--- config.mk ---
export PLATFORM = sky130hd
export DESIGN_NAME = bypass_ctrl
export DESIGN_NICKNAME = d
export VERILOG_FILES = /design/src/rtl/bypass_pkg.sv /design/src/rtl/bypass_match.sv /design/src/rtl/bypass_ctrl.sv
export SDC_FILE = /design/constraint.sdc
export NUM_CORES = 1
export LEC_CHECK = 0
export ABC_CLOCK_PERIOD_IN_PS = 2150
export CAP_MARGIN = 15
export CORE_UTILIZATION = 44
export CTS_CLUSTER_DIAMETER = 50
export DETAILED_ROUTE_END_ITERATION = 8
export PLACE_DENSITY = 0.73
export SLEW_MARGIN = 20
export SYNTH_ARGS = -nofsm -noshare
export SYNTH_HDL_FRONTEND = slang
export SYNTH_SLANG_ARGS = --single-unit
--- constraint.sdc ---
create_clock -name clk -period 2.15 [get_ports clk]
set_input_delay 0.3225 -clock clk [delete_from_list [all_inputs] [get_ports clk]]
set_output_delay 0.3225 -clock clk [all_outputs]
set_load 0.02 [all_outputs]
--- src/rtl/bypass_pkg.sv ---
// Shared types for the bypass/forwarding controller: select encoding, FSM states
// and the per-stage destination tag record.
package bypass_pkg;

  localparam int TAG_MAX_W = 8;
  localparam int CNT_W     = 4;

  localparam logic [CNT_W-1:0]     CNT_ZERO = 4'd0;
  localparam logic [CNT_W-1:0]     CNT_ONE  = 4'd1;
  localparam logic [TAG_MAX_W-1:0] TAG_X0   = 8'd0;

  typedef enum logic [1:0] {
    SEL_FILE   = 2'b00,
    SEL_EX     = 2'b01,
    SEL_MM_PRO = 2'b10,
    SEL_MM_MEM = 2'b11
  } fwd_sel_e;

  typedef enum logic {
    RUN     = 1'b0,
    MC_BUSY = 1'b1
  } state_e;

  typedef struct packed {
    logic                 v;
    logic [TAG_MAX_W-1:0] rd;
    logic                 ld;
  } stage_tag_t;

  localparam stage_tag_t SLOT_EMPTY = '{v: 1'b0, rd: 8'd0, ld: 1'b0};

  // x0 never matches, even if a stale slot were to carry it
  function automatic logic slot_hit(input stage_tag_t slot, input logic [TAG_MAX_W-1:0] tag);
    return slot.v && (tag != TAG_X0) && (slot.rd == tag);
  endfunction

endpackage

--- src/rtl/bypass_match.sv ---
// Per-source comparator: picks the youngest producing stage and flags a
// load-use hazard when the youngest producer is a load still in EX.
module bypass_match
  import bypass_pkg::*;
(
  input  logic [TAG_MAX_W-1:0] src,
  input  logic                 used,
  input  stage_tag_t           ex,
  input  stage_tag_t           mm,
  output fwd_sel_e             sel,
  output logic                 hazard
);

  logic ex_hit_s;
  logic mm_hit_s;

  assign ex_hit_s = used && slot_hit(ex, src);
  assign mm_hit_s = used && slot_hit(mm, src);
  assign hazard   = ex_hit_s && ex.ld;

  // youngest-first priority; the value during a hazard is never consumed
  always_comb begin
    sel = SEL_FILE;
    if (ex_hit_s && !ex.ld) begin
      sel = SEL_EX;
    end else if (mm_hit_s && !mm.ld) begin
      sel = SEL_MM_PRO;
    end else if (mm_hit_s && mm.ld) begin
      sel = SEL_MM_MEM;
    end else begin
      sel = SEL_FILE;
    end
  end

endmodule

--- src/rtl/bypass_ctrl.sv ---
// Operand bypass controller with load-use and multi-cycle (long op) interlock.
// Optional stall counter output enabled by defining BYPASS_CTRL_STATS_EN.
module bypass_ctrl
  import bypass_pkg::*;
#(
  parameter  int DATA_WIDTH = 64,
  parameter  int REG_NUM    = 32,
  parameter  int LONG_LAT   = 4,
  localparam int TAG_W      = (REG_NUM > 1) ? $clog2(REG_NUM) : 1
) (
  input  logic             clk,
  input  logic             rst_n,
  input  logic             id_valid,
  output logic             id_ready,
  input  logic [TAG_W-1:0] id_rs1,
  input  logic [TAG_W-1:0] id_rs2,
  input  logic             id_rs1_used,
  input  logic             id_rs2_used,
  input  logic [TAG_W-1:0] id_rd,
  input  logic             id_rd_we,
  input  logic             id_is_load,
  input  logic             id_is_long,
  input  logic             flush,
  output logic [1:0]       fwd_sel_rs1,
  output logic [1:0]       fwd_sel_rs2,
  output logic             busy
`ifdef BYPASS_CTRL_STATS_EN
  ,
  output logic [31:0]      stall_cycles
`endif
);

  if (LONG_LAT < 2 || LONG_LAT > 16) begin : g_bad_long_lat
    $error("bypass_ctrl: LONG_LAT must be within 2..16");
  end
  if (DATA_WIDTH < 1) begin : g_bad_data_width
    $error("bypass_ctrl: DATA_WIDTH must be positive");
  end
  if (TAG_W > TAG_MAX_W) begin : g_bad_reg_num
    $error("bypass_ctrl: REG_NUM exceeds the tag width held in stage slots");
  end

  state_e               state_r, state_n;
  logic [CNT_W-1:0]     cnt_r, cnt_n;
  stage_tag_t           ex_r, ex_n;
  stage_tag_t           mm_r, mm_n;
  stage_tag_t           new_slot_s;
  fwd_sel_e             sel1_s, sel2_s;
  logic                 haz1_s, haz2_s;
  logic                 id_ready_s;
  logic                 issue_s;
  logic                 is_long_s;
  logic [TAG_MAX_W-1:0] rs1_ext_s, rs2_ext_s, rd_ext_s;

  assign rs1_ext_s = TAG_MAX_W'(id_rs1);
  assign rs2_ext_s = TAG_MAX_W'(id_rs2);
  assign rd_ext_s  = TAG_MAX_W'(id_rd);

  bypass_match u_match_rs1 (
    .src    (rs1_ext_s),
    .used   (id_rs1_used),
    .ex     (ex_r),
    .mm     (mm_r),
    .sel    (sel1_s),
    .hazard (haz1_s)
  );

  bypass_match u_match_rs2 (
    .src    (rs2_ext_s),
    .used   (id_rs2_used),
    .ex     (ex_r),
    .mm     (mm_r),
    .sel    (sel2_s),
    .hazard (haz2_s)
  );

  assign id_ready_s = !flush && (state_r == RUN) && !(haz1_s || haz2_s);
  assign issue_s    = id_valid && id_ready_s;
  // a load that is also flagged long is treated purely as a load
  assign is_long_s  = id_is_long && !id_is_load;

  assign new_slot_s.v  = id_rd_we && (rd_ext_s != TAG_X0);
  assign new_slot_s.rd = rd_ext_s;
  assign new_slot_s.ld = id_is_load;

  assign id_ready    = id_ready_s;
  assign fwd_sel_rs1 = sel1_s;
  assign fwd_sel_rs2 = sel2_s;
  assign busy        = (state_r == MC_BUSY);

  // pipeline slot advance and long-op occupancy FSM, flush dominant
  always_comb begin
    state_n = state_r;
    cnt_n   = cnt_r;
    ex_n    = ex_r;
    mm_n    = mm_r;
    if (flush) begin
      state_n = RUN;
      cnt_n   = CNT_ZERO;
      ex_n    = SLOT_EMPTY;
      mm_n    = SLOT_EMPTY;
    end else begin
      case (state_r)
        RUN: begin
          mm_n = ex_r;
          ex_n = issue_s ? new_slot_s : SLOT_EMPTY;
          if (issue_s && is_long_s) begin
            state_n = MC_BUSY;
            cnt_n   = CNT_W'(LONG_LAT - 1);
          end else begin
            state_n = RUN;
          end
        end
        MC_BUSY: begin
          ex_n = ex_r;
          mm_n = SLOT_EMPTY;
          if (cnt_r <= CNT_ONE) begin
            state_n = RUN;
            cnt_n   = CNT_ZERO;
          end else begin
            state_n = MC_BUSY;
            cnt_n   = cnt_r - CNT_ONE;
          end
        end
        default: begin
          state_n = RUN;
          cnt_n   = CNT_ZERO;
          ex_n    = SLOT_EMPTY;
          mm_n    = SLOT_EMPTY;
        end
      endcase
    end
  end

  // state, counter and slot registers
  always_ff @(posedge clk or negedge rst_n) begin
    if (!rst_n) begin
      state_r <= RUN;
      cnt_r   <= CNT_ZERO;
      ex_r    <= SLOT_EMPTY;
      mm_r    <= SLOT_EMPTY;
    end else begin
      state_r <= state_n;
      cnt_r   <= cnt_n;
      ex_r    <= ex_n;
      mm_r    <= mm_n;
    end
  end

`ifdef BYPASS_CTRL_STATS_EN
  logic [31:0] stall_cycles_r;

  // saturating count of cycles with a pending but refused op
  always_ff @(posedge clk or negedge rst_n) begin
    if (!rst_n) begin
      stall_cycles_r <= 32'd0;
    end else if (id_valid && !id_ready_s && (stall_cycles_r != 32'hFFFF_FFFF)) begin
      stall_cycles_r <= stall_cycles_r + 32'd1;
    end
  end

  assign stall_cycles = stall_cycles_r;
`endif

endmodule
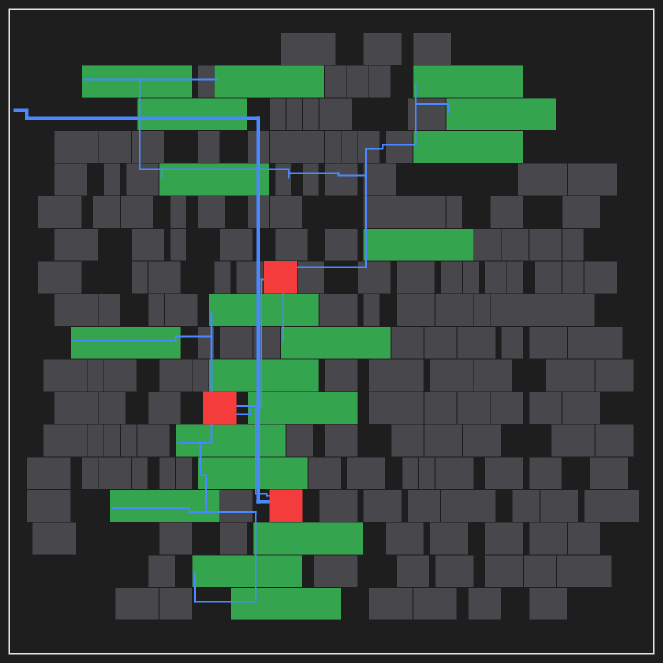
*Clock network drawn from the DEF*
(12 px per micron)
legend:
  green:
    item: flip-flops
    count: 19
  red:
    item: clock drivers
    count: 3
  blue:
    item: clock wires
    length: 215 microns
routed clock nets: 4

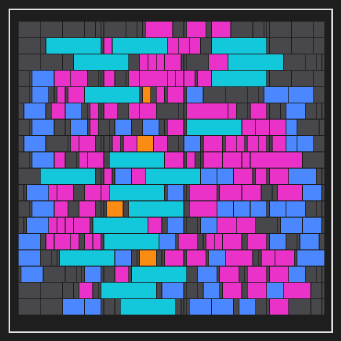
*Placed cells, one color a class*
(6 px per micron) Fill, decap, tap and diode cells in gray.
legend:
  blue:
    class: other buffers and delay cells
    cells: 56
    share_of_their_area: 28%
  magenta:
    class: combinational and other logic
    cells: 105
    share_of_their_area: 42%
  cyan:
    class: flops
    cells: 19
    share_of_their_area: 28%
  orange:
    class: clock drivers and dummy loads
    cells: 4
    share_of_their_area: 1.5%

==> qor.rpt <==
RUN
------------------------------------------------------------------------
Tool warnings                                                         28
# Max-Cap Violations                                                   0

PWR
------------------------------------------------------------------------
Power density normalized to cell area                        419 mW/mm^2
Leakage power total                                             0.900 nW

ROUTING
------------------------------------------------------------------------
Count of unresolved DRC violations after routing                       0
Total wire length after detailed routing                    2720 microns

CTS
------------------------------------------------------------------------
Maximum clock insertion buffer count                                   2
Root Driver                                                 sky130_fd_sc_hd__clkbuf_4
Number of sinks on the clock net                                      19

STA
------------------------------------------------------------------------
Min cycle time layout                                            2.18 ns
Final count of negative-setup-slack endpoints                          1
Final WS setup                                                -0.0343 ns
Final setup TNS                                               -0.0343 ns

GRT
------------------------------------------------------------------------
Global-route usage over all layers                                 0.221
Via count of the first global-routing pass                          1044
Wire length of the first global-routing pass                4420 microns
Gr ovfl total                                                          0

RUN STATUS
------------------------------------------------------------------------
Result of the run                                           complete, but fails checks
Failing checks                                              negative setup slack

PLACE
------------------------------------------------------------------------
Inst Count DP                                                        208

DIE
------------------------------------------------------------------------
Vertical die dimension                                      53.6 microns
Die extent in x                                             53.6 microns
Chip Footprint                                              0.00287 sq mm

WORST SETUP PATH
------------------------------------------------------------------------
Category of the worst setup path capture point                output pin
Count of cells along the worst register-to-register path               6
Crit-path max FO                                                       3
Slowest-stage cell, CP                                      sky130_fd_sc_hd__dfrtp_1
Reg2reg setup slack                                              0.41 ns

FINISH
------------------------------------------------------------------------
Number of cells in the finished layout apart from fillers            214
Layout Utilization                                                 0.698

SYNTH
------------------------------------------------------------------------
Cell count after synthesis                                           126
Dominant cell area share                                           0.406
Asr flop ratio synth                                                1.00
Seq share, synth                                                   0.406

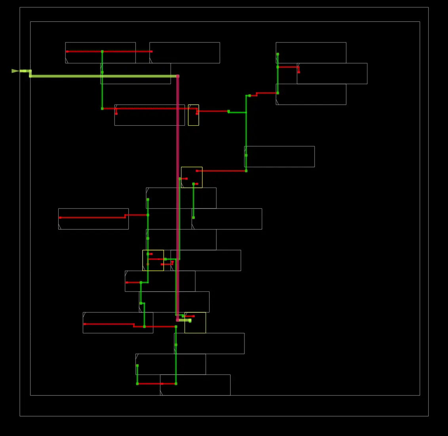
*Clock wiring as the flow saved it*
count of flip-flops and latches: 19
clock buffers created by TritonCTS: 3
Clock group: 0.000171 W
final setup skew: 0.00778 ns

## worst max path at each step
stage / cells after the start / from / slack, ns / to
floorplan: 5 / id_rs1[0] / 0.30 / id_ready
global placement: 7 / id_rs1[0] / -0.55 / fwd_sel_rs1[1]
detailed placement: 7 / id_rs1[2] / -0.58 / fwd_sel_rs1[0]
CTS: 6 / ex_r[1]$_DFFE_PN0P_ / 0.005 / id_ready
global route: 6 / ex_r[5]$_DFFE_PN0P_ / -0.14 / id_ready
finish: 6 / ex_r[5]$_DFFE_PN0P_ / -0.03 / id_ready
## state kept, by name, indices dropped and copies added, names as in the netlist
signal,flops
busy,1
cnt_r,4
mm_r,7
ex_r,7
## area by class of cell
class                      instances  area share
clock buffer                       4      0.0151
timing repair buffer              56       0.275
sequential                        19       0.273
inverter                           8      0.0172
multi-input combinational         97       0.398
tap                               30      0.0215
## power breakdown
group	leakage [nW]	switching, W	internal (W)
clock network	0.0150	0.0000987	0.0000720
registers	0.259	0.0000130	0.000370
logic	0.626	0.0000777	0.0000994
total	0.900	0.000189	0.000542
## repair_timing
item / in CTS / in global routing
gates resized: 35 / 6
setup endpoints to repair: 5 / 5
buffers inserted: 0 / 2
pin swaps: 11 / 5
## metrics by stage
stage               setup WS (ns)  cell area, sq um  hold WS [ns]
detailed placement         -0.583              1680         0.571
global route               -0.143              1740         0.356
floorplan                   0.296              1170        0.0269
CTS                       0.00524              1710         0.356
finish                    -0.0343              1740         0.352
global placement           -0.552              1680         0.556
## layer usage
| metal | GRT usage | routed length, microns | share of wire |
|---|---|---|---|
| met1 | 0.283 | 1230 | 0.45 |
| met2 | 0.375 | 1330 | 0.49 |
| met5 | 0 | 0 | 0 |
| met4 | 0.0789 | 31 | 0.011 |
| met3 | 0.0339 | 126 | 0.046 |
## logic make-up after synthesis
logic type,synth area share
simple gates,0.235
compound gates,0.148
xor+xnor,0.157
flops,0.406
buf+inv,0.0321
fa+ha+maj,0.0214
No activity file was given, so power comes from the tool's default toggle rates.
